Power grid:
Scale bar: 50 um. Pins as bars on the die edge.
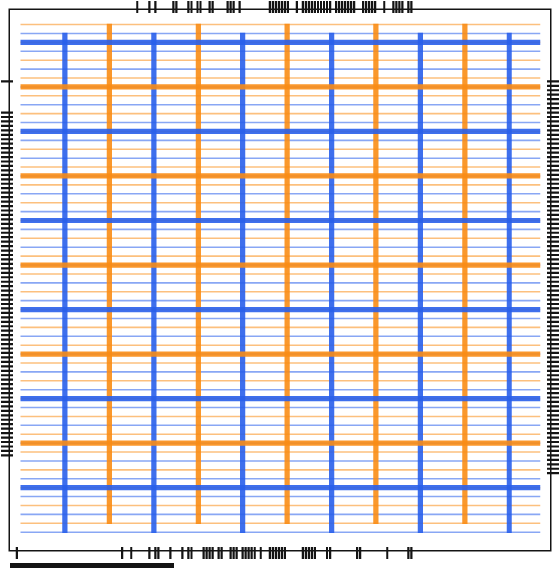
Cells colored by class:
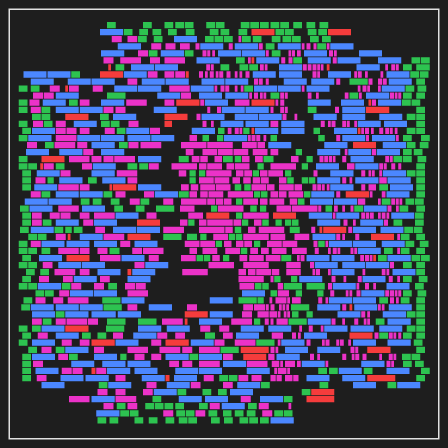
Clock network drawn from the DEF:
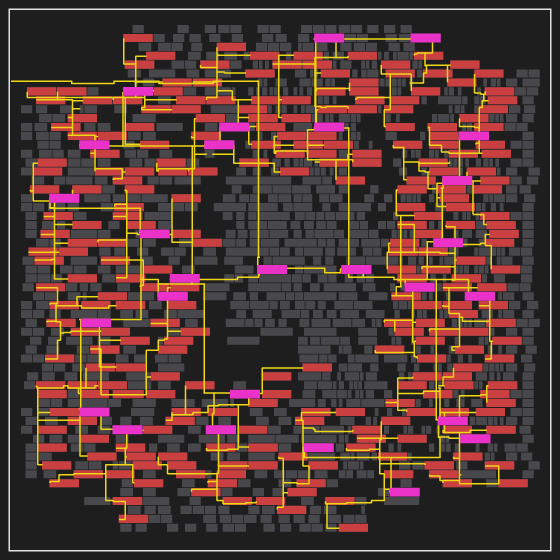
===== config.mk =====
export PLATFORM = sky130hd
export DESIGN_NAME = mix_columns_seq
export DESIGN_NICKNAME = d
export VERILOG_FILES = /design/src/rtl/mix_columns_seq.sv
export SDC_FILE = /design/constraint.sdc
export NUM_CORES = 1
export LEC_CHECK = 0
export CAP_MARGIN = 30
export CORE_MARGIN = 3
export CORE_UTILIZATION = 45
export CTS_BUF_LIST = sky130_fd_sc_hd__clkbuf_16
export DETAILED_ROUTE_END_ITERATION = 10
export GPL_TIMING_DRIVEN = 1
export PLACE_DENSITY = 0.75
export SLEW_MARGIN = 20
export SYNTH_ARGS = -nofsm -noshare
export SYNTH_HDL_FRONTEND = slang
export SYNTH_SLANG_ARGS = --single-unit

===== constraint.sdc =====
create_clock -name clk -period 2.2 [get_ports clk]
set_input_delay 0.33 -clock clk [delete_from_list [all_inputs] [get_ports clk]]
set_output_delay 0.33 -clock clk [all_outputs]
set_load 0.005 [all_outputs]

===== src/rtl/mix_columns_seq.sv =====
// Sequential AES MixColumns / InvMixColumns over a 128-bit state, COLS_PER_CYCLE columns per cycle.
// The InvMixColumns datapath is built only when MIX_COLUMNS_SEQ_INVERSE_EN is defined.
module mix_columns_seq #(
   parameter int COLS_PER_CYCLE = 1
) (
   input  logic         clk,
   input  logic         reset_n,
   input  logic         in_valid,
   output logic         in_ready,
   input  logic [127:0] state_in,
   input  logic         inverse,
   output logic         out_valid,
   input  logic         out_ready,
   output logic [127:0] state_out
);

   if (COLS_PER_CYCLE != 1 && COLS_PER_CYCLE != 2 && COLS_PER_CYCLE != 4) begin : gBadParam
      $error("mix_columns_seq: COLS_PER_CYCLE must be 1, 2 or 4");
   end

   typedef enum logic [1:0] {StIdle, StBusy, StDone} stateT;

   stateT        stateQ, stateD;
   logic [2:0]   colQ;
   logic [127:0] dataQ;
   logic [127:0] resultQ, resultD;
   logic         modeQ;
   logic         accept;
   logic         lastCol;
   logic [1:0]   colIdx;
   logic [31:0]  colIn, colOut;

   function automatic logic [7:0] xtime(input logic [7:0] b);
      return {b[6:0], 1'b0} ^ (b[7] ? 8'h1b : 8'h00);
   endfunction

   function automatic logic [31:0] mixFwd(input logic [31:0] col);
      logic [7:0] a [4];
      logic [7:0] r [4];
      for (int i = 0; i < 4; i++) a[i] = col[31-8*i -: 8];
      for (int i = 0; i < 4; i++) begin
         r[i] = xtime(a[i]) ^ xtime(a[(i+1)%4]) ^ a[(i+1)%4] ^ a[(i+2)%4] ^ a[(i+3)%4];
      end
      return {r[0], r[1], r[2], r[3]};
   endfunction

`ifdef MIX_COLUMNS_SEQ_INVERSE_EN
   // Coefficients 0e/0b/0d/09 built from shared x2, x4, x8 terms.
   function automatic logic [31:0] mixInv(input logic [31:0] col);
      logic [7:0] a [4];
      logic [7:0] x2 [4];
      logic [7:0] x4 [4];
      logic [7:0] x8 [4];
      logic [7:0] r [4];
      for (int i = 0; i < 4; i++) begin
         a[i]  = col[31-8*i -: 8];
         x2[i] = xtime(a[i]);
         x4[i] = xtime(x2[i]);
         x8[i] = xtime(x4[i]);
      end
      for (int i = 0; i < 4; i++) begin
         r[i] = (x8[i] ^ x4[i] ^ x2[i])
              ^ (x8[(i+1)%4] ^ x2[(i+1)%4] ^ a[(i+1)%4])
              ^ (x8[(i+2)%4] ^ x4[(i+2)%4] ^ a[(i+2)%4])
              ^ (x8[(i+3)%4] ^ a[(i+3)%4]);
      end
      return {r[0], r[1], r[2], r[3]};
   endfunction
`else
   logic unusedMode;
   assign unusedMode = modeQ;
`endif

   assign accept    = in_valid && (stateQ == StIdle);
   assign lastCol   = (colQ + 3'(COLS_PER_CYCLE)) == 3'd4;
   assign state_out = resultQ;

   always_comb begin
      stateD    = stateQ;
      in_ready  = 1'b0;
      out_valid = 1'b0;
      unique case (stateQ)
         StIdle: begin
            in_ready = 1'b1;
            if (in_valid) stateD = StBusy;
         end
         StBusy: begin
            if (lastCol) stateD = StDone;
         end
         StDone: begin
            out_valid = 1'b1;
            if (out_ready) stateD = StIdle;
         end
         default: stateD = StIdle;
      endcase
   end

   // Column c lives at bit lane 3-c, so the lane base is {~c, 5'b0}.
   always_comb begin
      resultD = resultQ;
      colIdx  = '0;
      colIn   = '0;
      colOut  = '0;
      for (int k = 0; k < COLS_PER_CYCLE; k++) begin
         colIdx = colQ[1:0] + 2'(k);
         colIn  = dataQ[{~colIdx, 5'b0} +: 32];
`ifdef MIX_COLUMNS_SEQ_INVERSE_EN
         colOut = modeQ ? mixInv(colIn) : mixFwd(colIn);
`else
         colOut = mixFwd(colIn);
`endif
         resultD[{~colIdx, 5'b0} +: 32] = colOut;
      end
   end

   always_ff @(posedge clk or negedge reset_n) begin
      if (!reset_n) begin
         stateQ  <= StIdle;
         colQ    <= '0;
         dataQ   <= '0;
         resultQ <= '0;
         modeQ   <= 1'b0;
      end else begin
         stateQ <= stateD;
         if (accept) begin
            dataQ <= state_in;
            modeQ <= inverse;
            colQ  <= '0;
         end else if (stateQ == StBusy) begin
            resultQ <= resultD;
            colQ    <= colQ + 3'(COLS_PER_CYCLE);
         end
      end
   end

endmodule


==> impl_metrics.tcl <==
# metrics dict for downstream scripts
set metrics [dict create \
    status "complete, but fails checks" \
    violations "negative setup slack" \
    common_cells "dfrtp_1 (261), nand2_1 (136), mux2_2 (128)" \
    route.met3.wl_um 2385 \
    cp-endpoint "state_out[29]" \
    diodes 0 \
    overflow 0 \
    ant_nets 0 \
    top_layer "met5" \
    maxCapViolCount 0 \
    cts_root_buf "clkbuf_16" \
    postCtsSetupRepairBufs 4 \
    worstPathCellList "buf_12 -> buf_6 -> mux4_2 -> buf_4 -> xnor2_2 -> xnor2_2 -> buf_4 -> o21ai_0" \
    n_tap_cell 324 \
    nMultiInputCombCells 557 \
    ys_sh_xor_pct 9.664 \
    met2_usage_pct 38.01 \
    routabilityCongestion 0.8137 \
    setup_slack_ns -0.1168 \
    dp_cells 1489 \
    mux_share_pct 19.11 \
    cts_resized 82 \
    critPathLaunchType "flip-flop" \
    synth_nets 1013 \
    top_cell_area_share_pct 57.46 \
    grt_usage_pct 22.61 \
    synth_stat.cells 874 \
    nFillCells 1831 \
    startpoint "colQ[0]" \
    place_area_sq_mm 0.01498 \
    comb_area_sq_mm 0.005121 \
    io_pins 263 \
    cts_made_buffers 27 \
    synth_area_sq_mm 0.01137 \
    crit_fanout 11 \
    area_leaders "dfrtp_1 (57%), mux2_2 (13%), mux4_2 (6.3%)" \
    cts_tree "yes" \
    avgSynthCellArea_sq_um 13.01 \
    dr_total_vias 8033 \
    clockBufferCount 27 \
    critPathTopFamily "buffers and inverters" \
    rr_startpoint "colQ[0]" \
    setup.worst_path.end_class "flip-flop" \
    maxSlewHeadroom_pct 66.57 \
    top_area_cell "dfrtp_1" \
    fin_nets 1344 \
    reg2reg_depth 8 \
    ff2ff_setup_slack_ns -0.12 \
    hold_viol_final 0 \
    area_share_nonclk_buffers_pct 21.46 \
    area_dominant_class "registers" \
    worstPathArrival_ns 2.71 \
    comb_area_share_pct 31.10 \
    inverters_excl_clock 7 \
    aoi_share_pct 5.944 \
    clkCellAreaFrac_pct 5.137 \
    drt_pre_antenna_iters 5 \
    grtUsageMet1_pct 30.11 \
    fa_ha_area_share_pct 0.6604 \
    worst_hold_slack_ns 0.3536 \
    via_per_inst 5.186 \
    async_reset_ff_share_pct 100.0 \
    cp.depth 8 \
    met3_usage_pct 5.643 \
    wl_per_cell_um 20.00 \
    synth_cell_types 28 \
    worstSkewPairLatency_ns 0.52 \
    slowest_stage "mux4_2" \
    layout-drive-gt1-share_pct 28.65 \
    logic_family "multiplexers" \
    ff_type "dfrtp_1" \
    grt_pass1_vias 8367 \
    ctsLongestPathBuffers 3 \
    routed-wl-met2_um 15270 \
    drtIter0Drc 557 \
    period_used_pct 105.3 \
    route.detailed.drc 0 \
    regArea_sq_mm 0.006533 \
    dieArea_sq_mm 0.02720 \
    openroad.warnings 34 \
    htree_levels 1 \
    port_buffers 261 \
    antenna_found_initial 2 \
    top_usage_layer "met2" \
    synth_cells 874 \
    period_needed_ns 2.317 \
    dpl.hpwl_um 22640 \
    cp_num_buf_inv 4 \
    cts_sinks 261 \
    cpPeakStageDelay_ns 0.61 \
    yosysSeqAreaShare_pct 57.46 \
    ys_sh_simple_pct 5.019 \
    clock.fmax_ghz 0.4316 \
    min_path_type "input pin to async pin" \
    setup_viol 111 \
    signal_buffers 351 \
    edf_count 0 \
    ys_warn_count 0 \
    drv_slew 0 \
    grt_max_degree 61 \
    clk_transition_reported_paths_ns 0.06 \
    reg2reg_to "state_out[29]" \
    tightest_slew_ns 0.4962 \
    wl_um 30980 \
    syn2layout_area_growth_pct 44.84 \
    ys_ff 261 \
    final.setup.tns_ns -5.976 \
    wl_met1_um 12730 \
    grt_first_pass_wirelength_um 47320 \
    yosys_area_sq_mm 0.01137 \
    fp-utilization_pct 46.20 \
    cp.required_ns 2.59 \
    seq_cells 261 \
    rsz0062_at_grt "true" \
    final_cells 1549 \
    worstSetupPathType "flip-flop to flip-flop" \
    hold_buffers 1 \
    dpl_worst_slack_ns -0.2182 \
    most_common_cell "dfrtp_1" \
]
-- 'power grid' (at the start) --
VSS: drawn in blue. VDD: drawn in orange.
263 signal pins sit on the boundary. The core has 57 rows.
die width: 164.9 um
core area: 0.02460 sq mm

-- 'cells colored by class' (at the start) --
remaining logic cells: drawn in magenta, cells 564, share of their area 32%. clock drivers and dummy loads: drawn in red, cells 49, share of their area 5.3%. registers: drawn in blue, cells 261, share of their area 41%. remaining buffers and delay cells: drawn in green, cells 351, share of their area 22%.
Layout Cell Area excl Fill: 0.01646 sq mm
Row Count: 57
fin util: 66.92%
Seq/total area: 39.68%

-- 'clock network drawn from the DEF' (at the start) --
flip-flops: drawn in red, count 261. clock wires: drawn in yellow, length 2970 um. clock-net drivers: drawn in magenta, count 27.
Position of the flops: spread over the die.
Setup Skew: 0.01191 ns

[worst register-to-register path, stage by stage (launching register included)]
cell and delay (ns):
dfrtp_2 0.44, buf_12 0.18, buf_6 0.12, mux4_2 0.61, buf_4 0.20, xnor2_2 0.23, xnor2_2 0.17, buf_4 0.17
o21ai_0 0.08
[layout by cell type, fill, tap and decap left out, types with 3 or more instances in the layout]
master           instances
buf_4                   63
clkinv_1                 9
o21ai_2                  4
xnor2_4                 14
inv_1                   12
nor2_1                   3
dfrtp_1                260
mux2_2                 128
xor2_1                  19
ha_1                     6
o21ai_1                 70
xor2_2                   7
mux4_2                  32
clkdlybuf4s50_1        260
xnor2_2                 33
nand2_1                136
bufinv_16                3
xnor2_1                 33
buf_6                   10
clkinv_2                 3
clkbuf_16               27
buf_12                  16
xor2_4                   4
o21ai_0                 56
